`src/rtl/fetch_queue_if.sv`:
```
// Fetch-stage bus: ROM port, redirect request and the decode-side handshake.
// master = fetch stage, slave = ROM/decode/branch-unit side.
interface fetch_queue_if #(
    parameter int unsigned DEPTH      = 4,
    parameter int unsigned ADDR_WIDTH = 32
);
    logic [ADDR_WIDTH-1:0]        rom_addr;
    logic [31:0]                  rom_data;
    logic                         PCSrc;
    logic [ADDR_WIDTH-1:0]        branch_target;
    logic [31:0]                  instr;
    logic [ADDR_WIDTH-1:0]        pc;
    logic                         instr_valid;
    logic                         instr_ready;
    logic [$clog2(DEPTH+1)-1:0]   count;
    logic                         misaligned;

    modport master (
        output rom_addr, instr, pc, instr_valid, count, misaligned,
        input  rom_data, PCSrc, branch_target, instr_ready
    );

    modport slave (
        input  rom_addr, instr, pc, instr_valid, count, misaligned,
        output rom_data, PCSrc, branch_target, instr_ready
    );
endinterface

```
`src/rtl/fetch_queue.sv`:
```
// Instruction fetch stage with a prefetch FIFO of {pc, instr} pairs.
// Fetches one word per cycle while there is room; a redirect flushes the queue.
module fetch_queue #(
    parameter int unsigned          DEPTH      = 4,
    parameter int unsigned          ADDR_WIDTH = 32,
    parameter logic [ADDR_WIDTH-1:0] RESET_PC  = '0
) (
    input  logic          clk,
    input  logic          rst,
    fetch_queue_if.master bus
);
    localparam int unsigned PtrW = $clog2(DEPTH);
    localparam int unsigned CntW = $clog2(DEPTH + 1);

    logic [ADDR_WIDTH-1:0] pc_mem    [DEPTH];
    logic [31:0]           instr_mem [DEPTH];

    logic [ADDR_WIDTH-1:0] fetch_pc_q, fetch_pc_d;
    logic [PtrW-1:0]       rd_ptr_q, rd_ptr_d;
    logic [PtrW-1:0]       wr_ptr_q, wr_ptr_d;
    logic [CntW-1:0]       count_q, count_d;
    logic                  mis_q, mis_d;

    logic                  not_empty;
    logic                  pop;
    logic                  push;
    logic                  wr_en;

    // Handshake decode; a full queue can still accept a word when the head leaves.
    always_comb begin
        not_empty = (count_q != '0);
        pop       = not_empty & bus.instr_ready;
        push      = (count_q < CntW'(DEPTH)) | pop;
        wr_en     = push & ~bus.PCSrc & ~rst;
    end

    // Next-state: redirect wins over push/pop and empties the queue.
    always_comb begin
        fetch_pc_d = fetch_pc_q;
        rd_ptr_d   = rd_ptr_q;
        wr_ptr_d   = wr_ptr_q;
        count_d    = count_q;
        mis_d      = 1'b0;
        if (bus.PCSrc) begin
            fetch_pc_d = {bus.branch_target[ADDR_WIDTH-1:2], 2'b00};
            rd_ptr_d   = '0;
            wr_ptr_d   = '0;
            count_d    = '0;
            mis_d      = |bus.branch_target[1:0];
        end else begin
            if (push) begin
                wr_ptr_d   = wr_ptr_q + PtrW'(1);
                fetch_pc_d = fetch_pc_q + ADDR_WIDTH'(4);
            end
            if (pop) begin
                rd_ptr_d = rd_ptr_q + PtrW'(1);
            end
            if (push && !pop) begin
                count_d = count_q + CntW'(1);
            end else if (pop && !push) begin
                count_d = count_q - CntW'(1);
            end
        end
    end

    // Control state register with synchronous reset.
    always_ff @(posedge clk) begin
        if (rst) begin
            fetch_pc_q <= RESET_PC;
            rd_ptr_q   <= '0;
            wr_ptr_q   <= '0;
            count_q    <= '0;
            mis_q      <= 1'b0;
        end else begin
            fetch_pc_q <= fetch_pc_d;
            rd_ptr_q   <= rd_ptr_d;
            wr_ptr_q   <= wr_ptr_d;
            count_q    <= count_d;
            mis_q      <= mis_d;
        end
    end

    // Storage write; contents need no reset since count gates visibility.
    always_ff @(posedge clk) begin
        if (wr_en) begin
            pc_mem[wr_ptr_q]    <= fetch_pc_q;
            instr_mem[wr_ptr_q] <= bus.rom_data;
        end
    end

    // Outputs: head entry, zeroed when the queue is empty.
    always_comb begin
        bus.rom_addr    = fetch_pc_q;
        bus.count       = count_q;
        bus.misaligned  = mis_q;
        bus.instr_valid = not_empty;
        bus.instr       = not_empty ? instr_mem[rd_ptr_q] : 32'd0;
        bus.pc          = not_empty ? pc_mem[rd_ptr_q] : '0;
    end
endmodule

```
`src/flat_wrapper.sv`:
```
// flat-port wrapper written by rule: the top's interface ports become plain ports
module fetch_queue_flat 
#(
    parameter int unsigned          DEPTH      = 4,
    parameter int unsigned          ADDR_WIDTH = 32,
    parameter logic [ADDR_WIDTH-1:0] RESET_PC  = '0
)
  (clk, rst, bus_rom_addr, bus_instr, bus_pc, bus_instr_valid, bus_count, bus_misaligned, bus_rom_data, bus_PCSrc, bus_branch_target, bus_instr_ready);
  fetch_queue_if #(.DEPTH(DEPTH), .ADDR_WIDTH(ADDR_WIDTH)) bus_i ();
  input  logic clk;
  input  logic rst;
  output wire logic [$bits(bus_i.rom_addr)-1:0] bus_rom_addr;
  output wire logic [$bits(bus_i.instr)-1:0] bus_instr;
  output wire logic [$bits(bus_i.pc)-1:0] bus_pc;
  output wire logic [$bits(bus_i.instr_valid)-1:0] bus_instr_valid;
  output wire logic [$bits(bus_i.count)-1:0] bus_count;
  output wire logic [$bits(bus_i.misaligned)-1:0] bus_misaligned;
  input wire logic [$bits(bus_i.rom_data)-1:0] bus_rom_data;
  input wire logic [$bits(bus_i.PCSrc)-1:0] bus_PCSrc;
  input wire logic [$bits(bus_i.branch_target)-1:0] bus_branch_target;
  input wire logic [$bits(bus_i.instr_ready)-1:0] bus_instr_ready;
  assign bus_rom_addr = bus_i.rom_addr;
  assign bus_instr = bus_i.instr;
  assign bus_pc = bus_i.pc;
  assign bus_instr_valid = bus_i.instr_valid;
  assign bus_count = bus_i.count;
  assign bus_misaligned = bus_i.misaligned;
  assign bus_i.rom_data = bus_rom_data;
  assign bus_i.PCSrc = bus_PCSrc;
  assign bus_i.branch_target = bus_branch_target;
  assign bus_i.instr_ready = bus_instr_ready;
  fetch_queue #(.DEPTH(DEPTH), .ADDR_WIDTH(ADDR_WIDTH), .RESET_PC(RESET_PC)) u_core (.clk(clk), .rst(rst), .bus(bus_i));
endmodule
```
`config.mk`:
```
export PLATFORM = sky130hd
export DESIGN_NAME = fetch_queue_flat
export DESIGN_NICKNAME = d
export VERILOG_FILES = /design/src/rtl/fetch_queue_if.sv /design/src/rtl/fetch_queue.sv /design/src/flat_wrapper.sv
export SDC_FILE = /design/constraint.sdc
export NUM_CORES = 1
export LEC_CHECK = 0
export ABC_AREA = 1
export CORE_UTILIZATION = 49
export DETAILED_ROUTE_END_ITERATION = 6
export GPL_TIMING_DRIVEN = 0
export HOLD_SLACK_MARGIN = 0.08
export PLACE_DENSITY = 0.73
export SKIP_LAST_GASP = 1
export SLEW_MARGIN = 20
export SYNTH_ARGS = -nofsm -noshare
export SYNTH_HDL_FRONTEND = slang
export SYNTH_SLANG_ARGS = --single-unit
```
`constraint.sdc`:
```
create_clock -name clk -period 4.4 [get_ports clk]
set_input_delay 0.88 -clock clk [delete_from_list [all_inputs] [get_ports clk]]
set_output_delay 0.88 -clock clk [all_outputs]
set_load 0.01 [all_outputs]
```
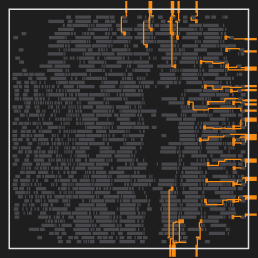
Figure 1: run 1, I/O nets highlighted.
Drawn at 1.5 px/um.
[orange] bus_instr | bits: 32 | direction: output | edge: 21 right, 7 top, 4 bottom | end cells: 32 | buffers: 32 | wire: 658 um
# IOs: 169
Port Buffers: 164

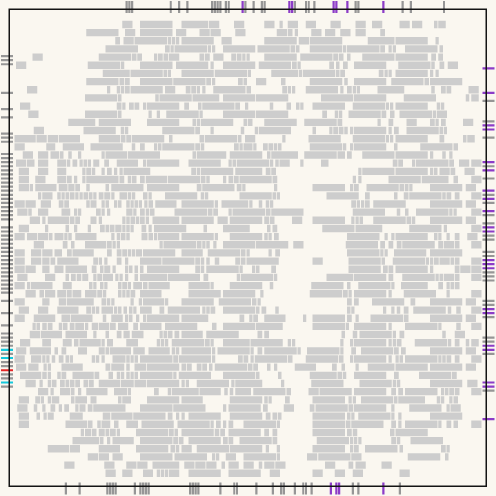
Figure 2: run 1, pin map.
Drawn at 3 px/um. Pins as bars across the die edge, other pins in grey.
[red] bus_PCSrc | pins: 1 | direction: input | edge: left
[purple] bus_instr | pins: 32 | direction: output | edge: 21 right, 7 top, 4 bottom
[cyan] bus_count | pins: 3 | direction: output | edge: left
all pins by edge: 60 left, 44 right, 33 bottom, 32 top
die height: 159 um
die width: 159 um

==> deck_impl_summary.md, run 1 <==
Synthesis and Place & Route Summary

Drt
  • WL per Instance: 17.8 um
  • Met1 WL: 12,700 um
  • Wire length on met3: ~2000 um
  • # DRC: 0
  • Iteration tally of the first detailed-router pass: 7
  • Metal2 WL: 14,000 um
  • Initial DRC Count: 613
  • Total Wirelength: 29,400 um
  • Vias per cell: ~5.3
  • Highest metal layer with signal wires: met4
  • Via count: 8,820
  • Antenna viol nets, final: 0

Critical path
  • Critical path depth: 7
  • Top delay family on crit path: buffers and inverters
  • RR Endpoint: u_core.instr_mem[0][3]
  • Flop2flop setup slack: 1.82 ns
  • Cells on worst reg2reg path: 8
  • Crit end category: output pin
  • WP data arrival: 2.87 ns
  • Worst-path cell chain: buf_2, inv_2, buf_4, clkbuf_1, o21ai_0, a21oi_1, clkdlybuf4s50_1
  • CP Max Fanout: 10
  • Required @ worst endpoint: between 3 and 4 ns
  • CP Launch Type: flop
  • Critical path buffers and inverters: 5
  • Worst setup path endpoint: bus_pc[17]
  • Setup Crit Path Kind: flop to output pin
  • Worst path slowest cell: clkdlybuf4s50_1
  • Max incr delay on CP: 0.60 ns
  • R2R Path Start: u_core.bus.count[2]

Power and ir drop
  • Pwr Total: 6.17 mW
  • Comb pwr share: 0.102
  • Sequential power: between 3 and 4 mW
  • Power density cells: 405 nW/um^2
  • Cell-internal power: 4.77 mW
  • Top power group: registers
  • P_comb: 0.627 mW
  • Register share of total power: 0.503
  • Clock group share of total power: 0.395
  • Switch share: 0.226
  • Peak supply drop: 256 uV
  • Lkg Pwr: 5.30 nW

Yosys
  • Post-synth top area cell: edfxtp_1
  • Cell area leaders: edfxtp_1 62%, nor2_1 8.8%, dfxtp_1 6.7%, o21ai_0 5.7%, a21oi_1 3.2%
  • Simple share: 0.154
  • Dominant cell area share: 0.621
  • Yosys cell count: about 1.1k
  • Largest logic family: simple AND/OR/NAND/NOR gates
  • Synthesis area per yosys: around 12,000 sq um
  • EDFF count, synth: 248
  • Syn Std Cell Area: 12,000 sq um
  • Synth unique cells: 35
  • AND-OR/OR-AND Cells, Area Fraction: 0.108
  • Post-synth regs: 288
  • Ys Warns: 0
  • Synth Seq Share: 0.687
  • Syn avg cell area: 10.9 sq um
  • Commonest flop: edfxtp_1
  • Top cells by count: 282 x nor2_1, 248 x edfxtp_1, 136 x o21ai_0
  • Post-Syn Instances: between 1k and 1.5k
  • Adder-Cell Fraction of Synth Area: 0.00688
  • Synth mux share: 0
  • Synth async-reset ratio: 0
  • Top-count cell post-synth: nor2_1

Layout
  • Register area: 8250 sq um
  • Top class by area: registers
  • Clk cell area share: 0.0622
  • Non-clk buf share: 0.138
  • Flop share of the area: 0.542
  • Ant. Diodes: 0
  • Logic share of the area: 0.219
  • Layout cell share with drive strength beyond 1: 0.0804
  • Flop count: ~290
  • Most numerous logic cells after layout: 278 x nor2_1, 248 x edfxtp_1, 164 x clkdlybuf4s50_1
  • Top reg by flops: u_core.instr_mem
  • Max reg flops: about 130
  • Clock buffer cells: 35
  • Final core occ: 0.641
  • Layout net count: 1,382
  • Inverters: 50
  • Fillers: 1,799
  • Multi-input gates: 707
  • Gate Area: 3330 sq um

CTS
  • Clk slew on worst S/H paths: ~0.060 ns
  • H-tree depth: 1
  • Clock Sink Count: 288
  • Clk buf depth: 3
  • Post_cts resized: 0
  • Root Driver: clkbuf_16
  • Cts hold-fix bufs: 0
  • Postcts setup bufs: 0
  • TritonCTS buffer count: 29
  • CTS tree: built
  • Worst skew pair latency: 0.54 ns

Timing
  • Unrepaired setup endpoints after global routing: no
  • Final setup violation count: 0
  • Post-route clock period utilization: 0.851
  • Fmax: 267 MHz
  • Max-slew violations: 0
  • Worst-Margin Slew: 0.702 ns
  • Final hold vios: 0
  • Hold Slack: between 0.4 and 0.5 ns
  • Slew HR: 0.531
  • Clk_skew: 0.00805 ns
  • Tmin final: 3.75 ns

Floorplan
  • # rows: between 50 and 60
  • Fp_density: 0.505
  • Core Footprint: ~24,000 sq um
  • Die ar.: 25,100 sq um
  • Tap cells: 319

Global route
  • Initial antenna violation count: 0
  • GRT busiest layer: met2
  • M3 GR Usage: 0.0283
  • First-pass GRT wire length: 45,300 um
  • Global Route Usage Sum: 0.240
  • Grt ovf: 0
  • Largest net degree at the start of global routing: 25
  • Met2 Track Usage GR: 0.401
  • Met1 Usage GRT: 0.326
  • Vias in the first global route: about 8.6k

Placement
  • Post-Place Setup Slack: 0.800 ns
  • Placed Cells: 1,596
  • Post-Place Cell Area: 14,300 sq um
  • GPL Wtd Cong: 0.876
  • Detailed-placement wirelength estimate: 19,200 um

Hold path
  • Min-Delay Path Depth: 2
  • Min-delay worst type: flop to flop
  • Worst Hold Launch: u_core.rd_ptr_q[1]

Outcome
  • Status: complete, no violations

Flow run
  • Tool Warnings: 30
  • Max-cap violations: 0
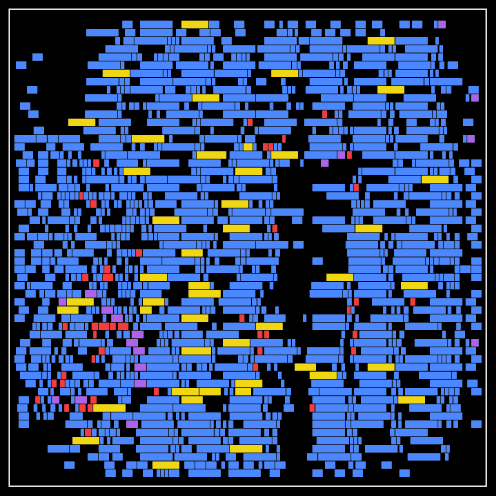
Figure 3: run 1, cell sizes after repair.
Drawn at 3 px/um.
[blue] x1 and smaller | cells: 1,224 | share: 92% | most used: nor2_1
[red] x2 | cells: 44 | share: 3.3% | most used: buf_2
[purple] x3 and x4 | cells: 18 | share: 1.4% | most used: nor2_4
[yellow] x6 and larger | cells: 45 | share: 3.4% | most used: clkbuf_16
area grow syn2layout: 26.8%
Buffers excl. clock: 232
Worst Setup Slack, final: 0.654 ns
post-route cell area: 15,200 sq um

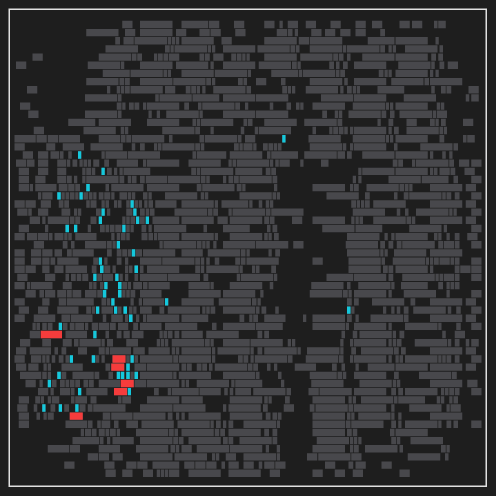
Figure 4: run 1, selected gate families.
Drawn at 3 px/um.
[red] fa/ha/maj cells | cells: 6 | where: lower left
[cyan] inv cells | cells: 50
fin cells: 1,650
dominant logic cell type in the layout: nor2_1

==> inputs of run 2 (changes only) <==
--- a/config.mk
+++ b/config.mk
@@ -6,6 +6,7 @@
 export NUM_CORES = 1
 export LEC_CHECK = 0
 export ABC_AREA = 1
+export CORE_MARGIN = 1
 export CORE_UTILIZATION = 49
 export DETAILED_ROUTE_END_ITERATION = 6
 export GPL_TIMING_DRIVEN = 0
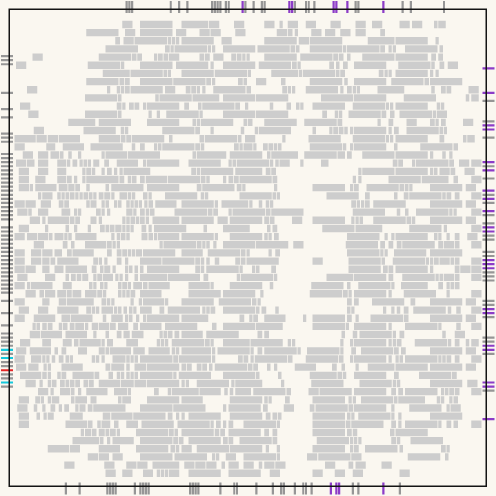
Figure 5: run 2, pin map.
Drawn at 3 px/um. Pins as bars across the die edge, other pins in grey.
[cyan] bus_count | pins: 3 | direction: output | edge: left
[red] bus_PCSrc | pins: 1 | direction: input | edge: left
[purple] bus_instr | pins: 32 | direction: output | edge: 21 right, 7 top, 4 bottom
all pins by edge: 60 left, 44 right, 33 bottom, 32 top

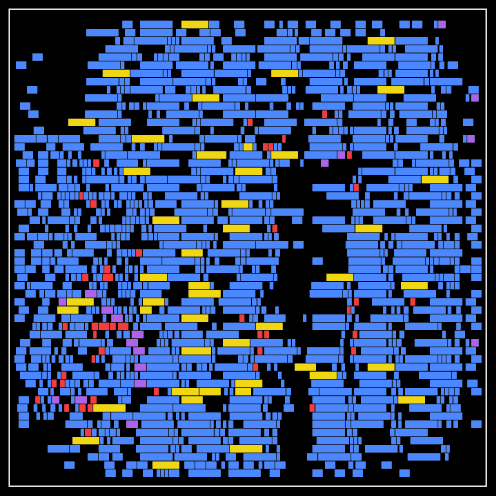
Figure 6: run 2, cell sizes after repair.
Drawn at 3 px/um.
[blue] x1 and smaller | cells: 1,224 | share: 92% | most used: nor2_1
[purple] x3 and x4 | cells: 18 | share: 1.4% | most used: nor2_4
[red] x2 | cells: 44 | share: 3.3% | most used: buf_2
[yellow] x6 and larger | cells: 45 | share: 3.4% | most used: clkbuf_16

==> run 2 against run 1 <==
- worst hold slack unchanged
- register-to-register slack about the same
- sequential cell count unchanged
- critical path depth unchanged
- first-iteration DRC count unchanged
- die area unchanged
- clock power about the same
- non-clock buffer count unchanged
==> deck_impl_summary.md, run 2 <==
Synthesis and Place & Route Summary

Timing
  • Post-route clock period utilization: 0.851 (unchanged)
  • Fmax: 267 MHz (unchanged)
  • Final hold vios: 0 (unchanged)
  • Worst-Margin Slew: 0.702 ns (unchanged)
  • Hold Slack: 0.491 ns (unchanged)
  • Unrepaired setup endpoints after global routing: no

Critical path
  • Worst-path cell chain: buf_2, inv_2, buf_4, clkbuf_1, o21ai_0, a21oi_1, clkdlybuf4s50_1
  • Cells on worst reg2reg path: 8 (unchanged)
  • Flop2flop setup slack: 1.82 ns (about the same)
  • Worst setup path endpoint: bus_pc[17]
  • Top delay family on crit path: buffers and inverters
  • CP Max Fanout: 10 (unchanged)
  • WP data arrival: 2.87 ns (about the same)
  • Required @ worst endpoint: 3.52 ns (about the same)

Power and ir drop
  • Top power group: registers
  • Clock group share of total power: 0.395 (about the same)
  • Register share of total power: 0.503 (about the same)
  • Cell-internal power: 4.77 mW (unchanged)
  • Pwr Total: 6.17 mW (unchanged)
  • P_comb: 0.627 mW (about the same)
  • Comb pwr share: 0.102 (about the same)

Global route
  • M3 GR Usage: 0.0283 (unchanged)
  • Grt ovf: 0 (unchanged)
  • Largest net degree at the start of global routing: 25 (unchanged)
  • Vias in the first global route: 8,553 (unchanged)

Flow run
  • Max-cap violations: 0 (unchanged)

Floorplan
  • Die ar.: 25,100 sq um (unchanged)

Drt
  • Via count: 8,820 (unchanged)
  • WL per Instance: 17.8 um (unchanged)
  • Highest metal layer with signal wires: met4
  • Vias per cell: 5.35 (unchanged)
  • Initial DRC Count: 613 (unchanged)
  • Metal2 WL: 14,000 um (unchanged)

Yosys
  • Ys Warns: 0 (unchanged)
  • Yosys cell count: 1,101 (unchanged)
  • Top cells by count: 282 x nor2_1, 248 x edfxtp_1, 136 x o21ai_0
  • Largest logic family: simple AND/OR/NAND/NOR gates
  • Post-synth top area cell: edfxtp_1
  • Top-count cell post-synth: nor2_1
  • Post-Syn Instances: 1,101 (unchanged)
  • EDFF count, synth: 248 (unchanged)
  • Synth Seq Share: 0.687 (unchanged)

Hold path
  • Min-delay worst type: flop to flop

Placement
  • Placed Cells: 1,596 (unchanged)
  • GPL Wtd Cong: 0.876 (unchanged)
  • Post-Place Cell Area: 14,300 sq um (unchanged)
  • Port Buffers: 164 (unchanged)

Layout
  • Area grow syn2layout: 26.8% (unchanged)
  • Dominant logic cell type in the layout: nor2_1
  • Ant. Diodes: 0 (unchanged)
  • Flop count: 288 (unchanged)
  • Post-route cell area: 15,200 sq um (unchanged)
  • Most numerous logic cells after layout: 278 x nor2_1, 248 x edfxtp_1, 164 x clkdlybuf4s50_1
  • Multi-input gates: 707 (unchanged)
  • Top class by area: registers
  • Fillers: 1,799 (unchanged)
  • Clk cell area share: 0.0622 (unchanged)
  • Gate Area: 3330 sq um (unchanged)
  • Top reg by flops: u_core.instr_mem
  • Layout net count: 1,382 (unchanged)
  • Max reg flops: 128 (unchanged)
  • Non-clk buf share: 0.138 (unchanged)
  • Logic share of the area: 0.219 (unchanged)
  • Fin cells: 1,650 (unchanged)
  • Layout cell share with drive strength beyond 1: 0.0804 (unchanged)
  • Clock buffer cells: 35 (unchanged)

CTS
  • Clock Sink Count: 288 (unchanged)
  • Post_cts resized: 0 (unchanged)

Outcome
  • Status: complete, no violations
Figure 7. I/O nets highlighted (run 2).
Drawn at 1.5 px/um.
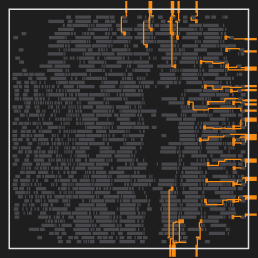

==> inputs of run 3 (changes only) <==
--- a/config.mk
+++ b/config.mk
@@ -7,11 +7,12 @@
 export LEC_CHECK = 0
 export ABC_AREA = 1
 export CORE_MARGIN = 1
-export CORE_UTILIZATION = 49
+export CORE_UTILIZATION = 50
 export DETAILED_ROUTE_END_ITERATION = 6
+export DONT_BUFFER_PORTS = 1
 export GPL_TIMING_DRIVEN = 0
 export HOLD_SLACK_MARGIN = 0.08
-export PLACE_DENSITY = 0.73
+export PLACE_DENSITY = 0.65
 export SKIP_LAST_GASP = 1
 export SLEW_MARGIN = 20
 export SYNTH_ARGS = -nofsm -noshare
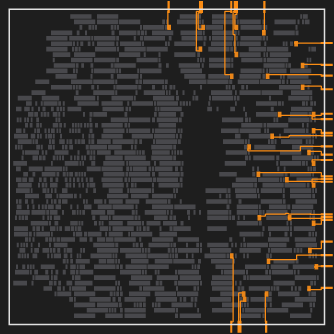
Figure 8: run 3, I/O nets highlighted.
Drawn at 2 px/um.
[orange] bus_instr | bits: 32 | direction: output | edge: 21 right, 7 top, 4 bottom | end cells: 32 | buffers: 0 | wire: 575 um
Port Buffers: 0

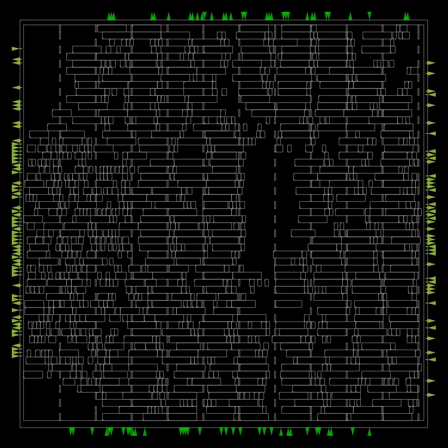
Figure 9: run 3, cell outlines without signal wires.
tap cells: 319
flop count: 288
flop share of the area: 0.603

==> run 3 against run 2 <==
- worst hold slack got worse by 0.071 ns
- die area is 2.0% lower
- synthesized cell count unchanged
- sequential power about the same
- area after synthesis unchanged
- clock power increased by 8.6%
- critical endpoint is now bus_pc[15]
- largest power group unchanged
- via count is 8.7% lower
- total power is 0.44% lower
==> deck_impl_summary.md, run 3 <==
Synthesis and Place & Route Summary

Outcome
  • Status: complete, no violations

Timing
  • Final hold vios: 0 (unchanged)
  • Post-route clock period utilization: 0.754 (-0.0971)
  • Worst-Margin Slew: 0.780 ns (+0.0775 ns)
  • Worst Setup Slack, final: 1.08 ns
  • Sum Neg Setup Slack: 0 ns
  • Fmax: 301 MHz (+13%)
  • Hold Slack: 0.420 ns (-0.0706 ns)
  • Unrepaired setup endpoints after global routing: no

Layout
  • Layout cell share with drive strength beyond 1: 0.0959 (+0.0155)
  • Final core occ: 0.583
  • Clock buffer cells: 35 (unchanged)
  • Inverters: 50
  • Clk cell area share: 0.0767 (+0.0146)
  • Fillers: 1,920 (+6.7%)
  • Top class by area: registers
  • Area grow syn2layout: 14.0%
  • Max reg flops: 128 (unchanged)
  • Multi-input gates: 707 (unchanged)
  • Gate Area: 3330 sq um (unchanged)
  • Logic share of the area: 0.244 (+0.0247)
  • Dominant logic cell type in the layout: nor2_1
  • Register area: a little over 8000 sq um
  • Non-clk buf share: 0.0338 (-0.105)
  • Layout net count: 1,219 (-12%)
  • Buffers excl. clock: approximately 70
  • Fin cells: 1,487 (-9.9%)
  • Ant. Diodes: 0 (unchanged)
  • Post-route cell area: 13,700 sq um (-10%)
  • Most numerous logic cells after layout: 278 x nor2_1, 248 x edfxtp_1, 136 x o21ai_0
  • Top reg by flops: u_core.instr_mem

Global route
  • Met1 Usage GRT: 0.319
  • GRT busiest layer: met2
  • First-pass GRT wire length: 43,400 um
  • Grt ovf: 0 (unchanged)
  • Vias in the first global route: 7,640 (-11%)
  • Largest net degree at the start of global routing: 23 (-8.0%)
  • Met2 Track Usage GR: 0.383
  • M3 GR Usage: 0.0545 (+0.0262)

Yosys
  • Yosys cell count: 1,101 (unchanged)
  • Synth mux share: 0
  • Post-synth top area cell: edfxtp_1
  • Syn Std Cell Area: 12,000 sq um
  • AND-OR/OR-AND Cells, Area Fraction: 0.108
  • Simple share: 0.154
  • Post-synth regs: 288
  • Top-count cell post-synth: nor2_1
  • Adder-Cell Fraction of Synth Area: 0.00688
  • Post-Syn Instances: 1,101 (unchanged)
  • Cell area leaders: edfxtp_1 62%, nor2_1 8.8%, dfxtp_1 6.7%, o21ai_0 5.7%, a21oi_1 3.2%
  • Dominant cell area share: 0.621
  • Synth Seq Share: 0.687 (unchanged)
  • Ys Warns: 0 (unchanged)
  • EDFF count, synth: 248 (unchanged)
  • Top cells by count: 282 x nor2_1, 248 x edfxtp_1, 136 x o21ai_0
  • Commonest flop: edfxtp_1
  • Synthesis area per yosys: 12,000 sq um
  • Largest logic family: simple AND/OR/NAND/NOR gates
  • Synth unique cells: 35

Floorplan
  • Die width: between 150 and 200 um
  • Die height: between 150 and 200 um
  • # IOs: 169
  • Fp_density: 0.511
  • Die ar.: 24,600 sq um (-2.0%)
  • # rows: 56

Hold path
  • Min-delay worst type: primary input to flop
  • Min-Delay Endpoint: u_core.instr_mem[3][21]
  • Min-Delay Path Depth: 0
  • Worst Hold Launch: bus_rom_data[21]

Power and ir drop
  • Clock group share of total power: 0.432 (+0.037)
  • Switch share: 0.224
  • Cell-internal power: 4.77 mW (-0.17%)
  • Power density cells: 449 nW/um^2
  • Top power group: registers
  • P_clk: 2.65 mW
  • Peak supply drop: 271 uV
  • Comb pwr share: 0.061 (-0.041)
  • Sequential power: 3.11 mW
  • P_comb: 0.378 mW (-40%)
  • Pwr Total: 6.14 mW (-0.44%)
  • NetSw: roughly 1.4 mW
  • Lkg Pwr: 4.74 nW
  • Register share of total power: 0.507 (+0.004)

Drt
  • Highest metal layer with signal wires: met4
  • Vias per cell: 5.41 (+1.3%)
  • Wire length on met3: 2580 um
  • WL per Instance: 19.4 um (+8.8%)
  • Metal2 WL: 13,500 um (-3.3%)
  • Via count: 8,052 (-8.7%)
  • Antenna viol nets, final: 0
  • Initial DRC Count: 549 (-10%)
  • Total Wirelength: around 29,000 um
  • Iteration tally of the first detailed-router pass: 5

Critical path
  • Worst-path cell chain: buf_2, inv_2, buf_4, clkbuf_1, o21ai_0, a21oi_1
  • Required @ worst endpoint: 3.52 ns (about the same)
  • Worst path slowest cell: a21oi_1
  • Worst setup path endpoint: bus_pc[15]
  • Flop2flop setup slack: 1.64 ns (-0.18 ns)
  • CP Max Fanout: 10 (unchanged)
  • Cells on worst reg2reg path: 8 (unchanged)
  • Max incr delay on CP: 0.48 ns
  • CP Launch Type: flop
  • Top delay family on crit path: buffers and inverters
  • R2R Path Start: u_core.bus.count[2]
  • WP data arrival: 2.44 ns (-0.43 ns)
  • Setup Crit Path Kind: flop to output pin
  • RR Endpoint: u_core.instr_mem[3][7]
  • Critical path depth: 6
  • Critical path buffers and inverters: 4

CTS
  • Cts hold-fix bufs: 0
  • Post_cts resized: 0 (unchanged)
  • TritonCTS buffer count: 30
  • Postcts setup bufs: 0
  • Clk slew on worst S/H paths: 0.06 ns
  • Clock Sink Count: 288 (unchanged)
  • Clk buf depth: 3
  • Root Driver: clkbuf_16
  • CTS tree: built

Placement
  • Post-Place Cell Area: 12,600 sq um (-12%)
  • GPL Wtd Cong: 0.901 (+2.9%)
  • Placed Cells: 1,432 (-10%)
  • Post-Place Setup Slack: 1.08 ns

Flow run
  • Max-cap violations: 0 (unchanged)
  • Tool Warnings: 30
No activity file was given, so power comes from the tool's default toggle rates.
